<file path="src/rtl/b_operand_sequencer_if.sv">
// Operand source handshake for the B register sequencer: fabric (B) and
// cascade (BCIN) request/tag lines plus their grants.
interface b_operand_sequencer_if #(
  parameter int TAGW = 4
);
  logic            REQ_F;
  logic [TAGW-1:0] TAG_F;
  logic            GNT_F;
  logic            REQ_C;
  logic [TAGW-1:0] TAG_C;
  logic            GNT_C;

  // Operand sources drive requests and tags and observe grants.
  modport master (
    output REQ_F, TAG_F, REQ_C, TAG_C,
    input  GNT_F, GNT_C
  );

  // The sequencer observes requests and tags and issues grants.
  modport slave (
    input  REQ_F, TAG_F, REQ_C, TAG_C,
    output GNT_F, GNT_C
  );
endinterface

</file>
<file path="src/rtl/b_operand_sequencer.sv">
// Controller for the dual B register pipeline: round-robin arbitration between
// fabric B and cascade BCIN, CEB1/CEB2/INMODE generation, a valid/tag pipe that
// mirrors the datapath BREG depth, and a coefficient-hold mode (BREG=1 only)
// in which B1 keeps a multiplier coefficient while B2 streams operands.
module b_operand_sequencer #(
  parameter int BREG = 1,
  parameter int TAGW = 4
) (
  input  logic                 CLK_B1,
  input  logic                 RSTB,
  b_operand_sequencer_if.slave src,
  input  logic                 STALL,
  input  logic                 COEF_LOAD,
  input  logic                 COEF_CLR,
  output logic                 B_INPUT_SEL,
  output logic                 CEB1,
  output logic                 CEB2,
  output logic                 INMODE,
  output logic                 OUT_VALID,
  output logic [TAGW-1:0]      OUT_TAG,
  output logic                 COEF_VALID
);

  typedef enum logic [1:0] {
    ST_STREAM,
    ST_ARM,
    ST_HOLD,
    ST_RELOAD
  } coef_state_e;

  typedef enum logic {
    SRC_F,
    SRC_C
  } src_e;

  // Coefficient hold needs B1 to be separately enabled from the output stage,
  // which only the single-register configuration provides.
  localparam bit COEF_EN = (BREG == 1);

  src_e            ptr_q, ptr_d;
  coef_state_e     state_q, state_d;
  logic            grant_f, grant_c, grant_any;
  logic [TAGW-1:0] grant_tag;
  logic            capture;

  // Round robin: the pointer side wins a tie; a lone requester always wins.
  assign grant_f   = src.REQ_F & ~STALL & ~RSTB & ((ptr_q == SRC_F) | ~src.REQ_C);
  assign grant_c   = src.REQ_C & ~STALL & ~RSTB & ((ptr_q == SRC_C) | ~src.REQ_F);
  assign grant_any = grant_f | grant_c;
  assign grant_tag = grant_c ? src.TAG_C : (grant_f ? src.TAG_F : '0);

  assign src.GNT_F = grant_f;
  assign src.GNT_C = grant_c;
  assign B_INPUT_SEL = grant_c;

  // The first grant while arming or reloading is steered into B1 instead of the stream.
  assign capture = COEF_EN & ((state_q == ST_ARM) | (state_q == ST_RELOAD)) & grant_any;

  // Pointer hands priority to the other source after every grant.
  always_comb begin
    // NOTE: every always_comb output gets a default first so no path leaves it unassigned (no latch).
    ptr_d = ptr_q;
    if (grant_f)      ptr_d = SRC_C;
    else if (grant_c) ptr_d = SRC_F;
  end

  // Coefficient mode sequencing; clear beats load, reset is applied in the register.
  always_comb begin
    state_d = state_q;
    if (!COEF_EN || COEF_CLR) begin
      state_d = ST_STREAM;
    end else begin
      case (state_q)
        ST_STREAM: if (COEF_LOAD) state_d = ST_ARM;
        ST_ARM:    if (capture)   state_d = ST_HOLD;
        ST_HOLD:   if (COEF_LOAD) state_d = ST_RELOAD;
        ST_RELOAD: if (capture)   state_d = ST_HOLD;
        default:                  state_d = ST_STREAM;
      endcase
    end
  end

  // Control state registers with the codebase's synchronous active-high reset.
  always_ff @(posedge CLK_B1) begin
    // NOTE: sequential state uses non-blocking assignments; reset is sampled on the clock edge only.
    if (RSTB) begin
      ptr_q   <= SRC_F;
      state_q <= ST_STREAM;
    end else begin
      ptr_q   <= ptr_d;
      state_q <= state_d;
    end
  end

  // Datapath enables: forced on in reset so the B registers clear, capture loads B1 only.
  always_comb begin
    CEB1 = 1'b0;
    CEB2 = 1'b0;
    if (RSTB) begin
      CEB1 = 1'b1;
      CEB2 = 1'b1;
    end else if (capture) begin
      CEB1 = 1'b1;
    end else if (BREG == 2) begin
      CEB1 = ~STALL;
      CEB2 = ~STALL;
    end else if (BREG == 1) begin
      CEB2 = ~STALL;
    end
  end

  // The old coefficient stays selected during RELOAD until its replacement lands in B1.
  assign INMODE     = (state_q == ST_HOLD) | (state_q == ST_RELOAD);
  assign COEF_VALID = INMODE;

  generate
    if (BREG == 0) begin : g_no_pipe
      assign OUT_VALID = grant_any;
      assign OUT_TAG   = grant_tag;
    end else begin : g_pipe
      logic            vld_q [BREG];
      logic [TAGW-1:0] tag_q [BREG];
      logic            advance;

      // Stall and the coefficient capture both hold B2, so the tag pipe holds too.
      assign advance = ~STALL & ~capture;

      // Valid/tag shift register tracking the datapath B registers.
      always_ff @(posedge CLK_B1) begin
        // NOTE: the pipe arrays are reset because in-flight tags must be discarded on reset.
        if (RSTB) begin
          for (int i = 0; i < BREG; i++) begin
            vld_q[i] <= 1'b0;
            tag_q[i] <= '0;
          end
        end else if (advance) begin
          vld_q[0] <= grant_any;
          tag_q[0] <= grant_tag;
          for (int i = 1; i < BREG; i++) begin
            vld_q[i] <= vld_q[i-1];
            tag_q[i] <= tag_q[i-1];
          end
        end
      end

      assign OUT_VALID = vld_q[BREG-1];
      assign OUT_TAG   = tag_q[BREG-1];
    end
  endgenerate

endmodule

</file>
<file path="src/flat_wrapper.sv">
// flat-port wrapper written by rule: the top's interface ports become plain ports
module b_operand_sequencer_flat 
#(
  parameter int BREG = 1,
  parameter int TAGW = 4
)
  (CLK_B1, RSTB, STALL, COEF_LOAD, COEF_CLR, B_INPUT_SEL, CEB1, CEB2, INMODE, OUT_VALID, OUT_TAG, COEF_VALID, src_REQ_F, src_TAG_F, src_REQ_C, src_TAG_C, src_GNT_F, src_GNT_C);
  b_operand_sequencer_if #(.TAGW(TAGW)) src_i ();
  input  logic CLK_B1;
  input  logic RSTB;
  input  logic STALL;
  input  logic COEF_LOAD;
  input  logic COEF_CLR;
  output logic B_INPUT_SEL;
  output logic CEB1;
  output logic CEB2;
  output logic INMODE;
  output logic OUT_VALID;
  output logic [TAGW-1:0] OUT_TAG;
  output logic COEF_VALID;
  input wire logic [$bits(src_i.REQ_F)-1:0] src_REQ_F;
  input wire logic [$bits(src_i.TAG_F)-1:0] src_TAG_F;
  input wire logic [$bits(src_i.REQ_C)-1:0] src_REQ_C;
  input wire logic [$bits(src_i.TAG_C)-1:0] src_TAG_C;
  output wire logic [$bits(src_i.GNT_F)-1:0] src_GNT_F;
  output wire logic [$bits(src_i.GNT_C)-1:0] src_GNT_C;
  assign src_i.REQ_F = src_REQ_F;
  assign src_i.TAG_F = src_TAG_F;
  assign src_i.REQ_C = src_REQ_C;
  assign src_i.TAG_C = src_TAG_C;
  assign src_GNT_F = src_i.GNT_F;
  assign src_GNT_C = src_i.GNT_C;
  b_operand_sequencer #(.BREG(BREG), .TAGW(TAGW)) u_core (.CLK_B1(CLK_B1), .RSTB(RSTB), .src(src_i), .STALL(STALL), .COEF_LOAD(COEF_LOAD), .COEF_CLR(COEF_CLR), .B_INPUT_SEL(B_INPUT_SEL), .CEB1(CEB1), .CEB2(CEB2), .INMODE(INMODE), .OUT_VALID(OUT_VALID), .OUT_TAG(OUT_TAG), .COEF_VALID(COEF_VALID));
endmodule
</file>
<file path="config.mk">
export PLATFORM = sky130hd
export DESIGN_NAME = b_operand_sequencer_flat
export DESIGN_NICKNAME = d
export VERILOG_FILES = /design/src/rtl/b_operand_sequencer_if.sv /design/src/rtl/b_operand_sequencer.sv /design/src/flat_wrapper.sv
export SDC_FILE = /design/constraint.sdc
export NUM_CORES = 1
export LEC_CHECK = 0
export CAP_MARGIN = 20
export CORE_AREA = 2 2 39 41
export CTS_CLUSTER_SIZE = 20
export DETAILED_ROUTE_END_ITERATION = 10
export DIE_AREA = 0 0 41 43
export PLACE_DENSITY = 0.73
export SLEW_MARGIN = 20
export SYNTH_ARGS = -nofsm -noshare
export SYNTH_HDL_FRONTEND = slang
export SYNTH_SLANG_ARGS = --single-unit
</file>
<file path="constraint.sdc">
create_clock -name CLK_B1 -period 1.9 [get_ports CLK_B1]
set_input_delay 0.38 -clock CLK_B1 [delete_from_list [all_inputs] [get_ports CLK_B1]]
set_output_delay 0.38 -clock CLK_B1 [all_outputs]
set_load 0.01 [all_outputs]
</file>
run_1/layers.png
Drawn at 12 px/micron. Two of the layers only.
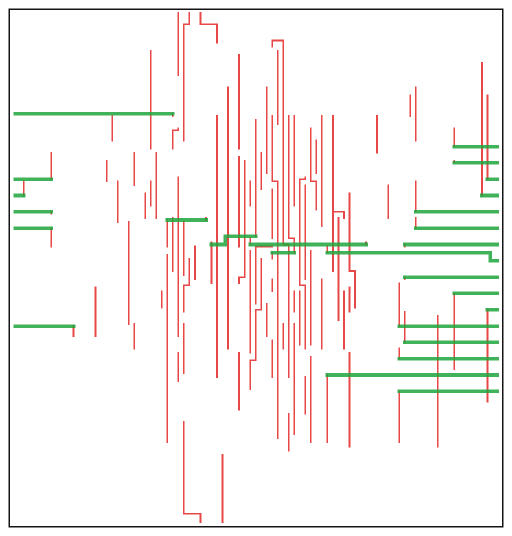
- green: M3 (wire length 151 microns)
- red: M2 (wire length 574 microns)
WL final: 1.22 mm
gr usage total: 0.150
Routed WL per cell: 12.7 microns
Vias: 466

run_1/m1.png
Drawn at 12 px/micron. Supply wires on this layer in grey.
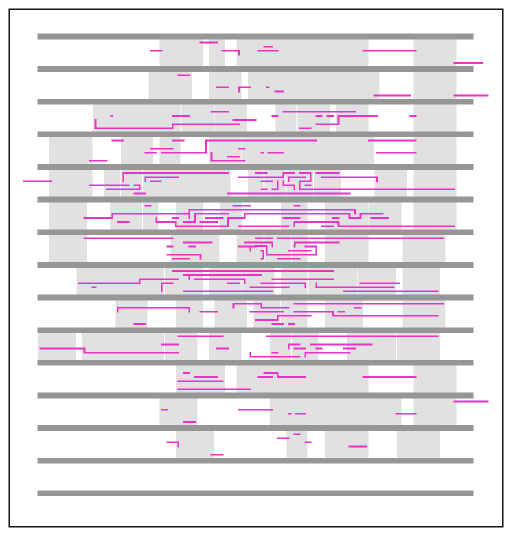
- nets with wire on the layer: 76
- share of all routed wire: 41%
- main direction: horizontal
- wire length on this layer: 493 microns
- longest straight run: 14.3 microns
M1 GR Usage: 0.197

run_1/congestion_map.png
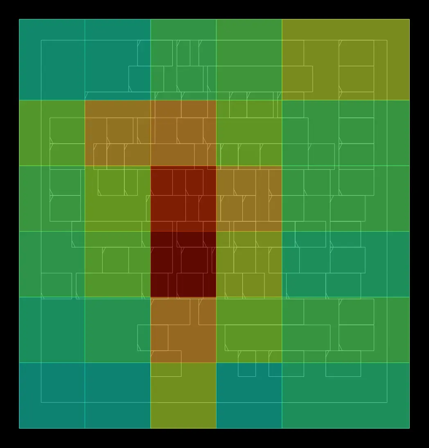
met3 Use GR: 0.0419
grt met2 use: 0.225
gr busiest metal: met2
Layout Utilization: 0.582

==> reports/metrics.yaml, run 1 <==
status: "complete, no violations"
clockPowerShare: 0.309
dominantRegCellSynth: "edfxtp_1"
clock_buffers: 4
sh_seq_area: 0.261
hold_violations: 0
startpoint_type: "input pin"
htreeDepth: 1
whs_endpoint: "u_core.state_q[1]"
cpPeakStageDelay_ns: 0.29
final_layout_size_suffix_gt1_frac: 0.300
topCellsByArea: "edfxtp_1 34%, dfxtp_1 13%, nand4_1 11%"
fin_crit_sh: 0.936
cp-endpoint: "B_INPUT_SEL"
critPathKind: "input pin to primary output"
synth-simple-area-share: 0.298
cts_resized: 15
die_area_sq_um: 1760
hold_slack_ns: 0.491
hold_class: "register to register"
crit_cells: 5
die_width_microns: 41
sh_comb_area: 0.255
layout.nonclk_buf_frac: 0.427
synth_flop_count: 8
tns_ns: 0
p_leak_nw: 0.327
p_int_mw: 0.339
fmax_ghz: 0.562
yosysTopAreaCell: "edfxtp_1"
flop_area_sq_um: 210
yosysUniqueCellTypes: 21
edf_count: 5
ys_top_cells_by_count: "8 x nand4_1, 5 x edfxtp_1, 4 x a21oi_1, 3 x dfxtp_1, 3 x nor2_1"
cts_buffers: 3
switching_share: 0.236
lay_top_cells: "17 x clkdlybuf4s50_1, 10 x buf_4, 8 x nand4_1"
powerDensity_nw_per_um2: 550
top_layer: "met3"
## Run 2: what changed since run 1
ABC_CLOCK_PERIOD_IN_PS = 1900   (was default)
RECOVER_POWER = 25   (was default)
==> run 2 against run 1 <==
  * Sequential power about the same
  * Clock skew unchanged
  * Critical endpoint unchanged
  * Setup slack about the same
  * Fmax about the same
  * Global-route usage unchanged
==> reports/metrics.yaml, run 2 <==
edf_count: 5  # unchanged
startpoint_type: "input pin"
critPathKind: "input pin to primary output"
die_area_sq_um: 1760  # unchanged
tns_ns: 0  # unchanged
cts_buffers: 3  # unchanged
top_usage_layer: "met2"
fmax_ghz: 0.562  # about the same
sh_comb_area: 0.256  # +0.00119
post_cts_buffers: 3
dominantRegCellSynth: "edfxtp_1"
lay_top_cells: "17 x clkdlybuf4s50_1, 9 x buf_4, 8 x nand4_1"
die_width_microns: 41  # unchanged
grt_util_met1: 0.197  # unchanged
htreeDepth: 1  # unchanged
whs_endpoint: "u_core.state_q[1]"
grt_use_met3: 0.0419  # unchanged
cts_resized: 15  # unchanged
crit_chain: "dlygate4sd2_1 -> nor2_2 -> buf_4 -> and3_4 -> dlygate4sd2_1"
ys_top_cells_by_count: "8 x nand4_1, 5 x edfxtp_1, 4 x a21oi_1, 3 x dfxtp_1, 3 x nor2_1"
grt_util_all_layers: 0.150  # unchanged
yosysTopAreaCell: "edfxtp_1"
top_layer: "met3"
synth-simple-area-share: 0.298  # unchanged
tightest_slew_ns: 0.286
seq_cell_count: 8
synthTopLogicFamily: "simple AND/OR/NAND/NOR gates"
fin_crit_sh: 0.936  # about the same
ctsHoldBuffers: 0
clockPowerShare: 0.310  # about the same
crit_cells: 5  # unchanged
clock_buffers: 4  # unchanged
hold_violations: 0  # unchanged
nets: 96
synth-adder-area-share: 0
p_leak_nw: 0.324  # -1.0%
synth_flop_count: 8  # unchanged
switching_share: 0.236  # +0.000402
status: "complete, no violations"
cp-endpoint: "B_INPUT_SEL"
yosysUniqueCellTypes: 21  # unchanged
p_int_mw: 0.338  # -0.28%
multi_input_comb_cells: 30
run_2/layers.png
Drawn at 12 px/micron. Two of the layers only.
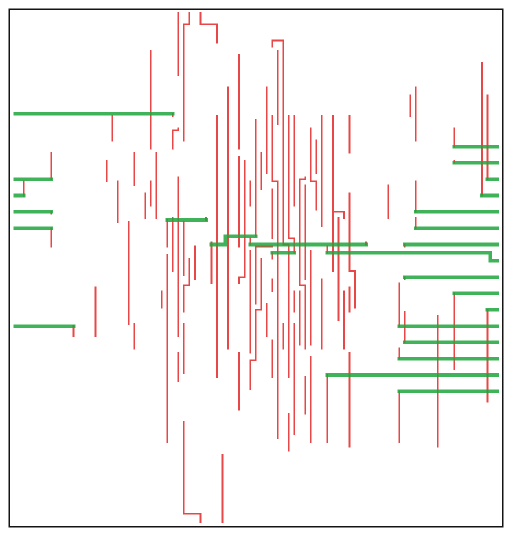
- red: M2 (wire length 574 microns)
- green: M3 (wire length 151 microns)
Vias: 467
Routed WL per cell: 12.7 microns
WL final: 1.22 mm

run_2/ff_map.png
Drawn at 12 px/micron.
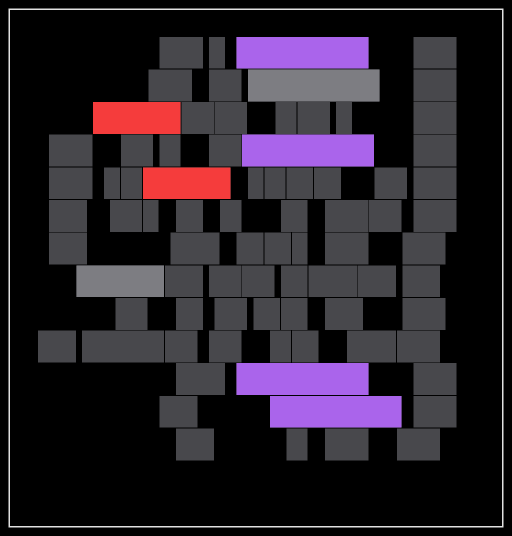
- red: u_core.state_q (placed flops 2)
- purple: u_core.g_pipe.tag_q (placed flops 4)
- not coloured: 2
Layout Utilization: 0.580
seq pwr: 0.197 mW
Flop area: 210 sq um
Seq area share: 0.262

run_2/m1.png
Drawn at 12 px/micron. Supply wires on this layer in grey.
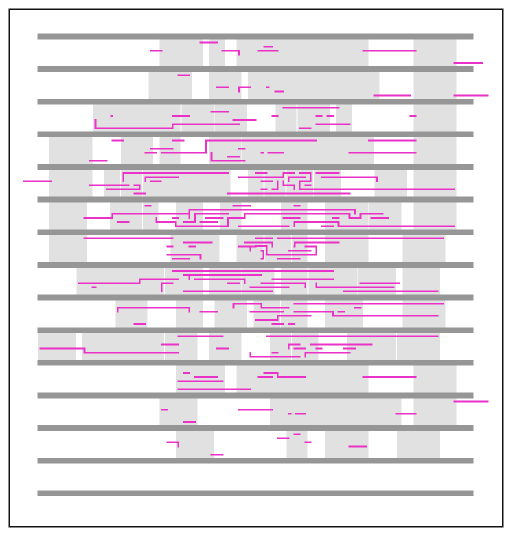
- longest straight run: 14.3 microns
- main direction: horizontal
- share of all routed wire: 40%
- wire length on this layer: 491 microns
- nets with wire on the layer: 76

Power and IR drop assume default switching activity.
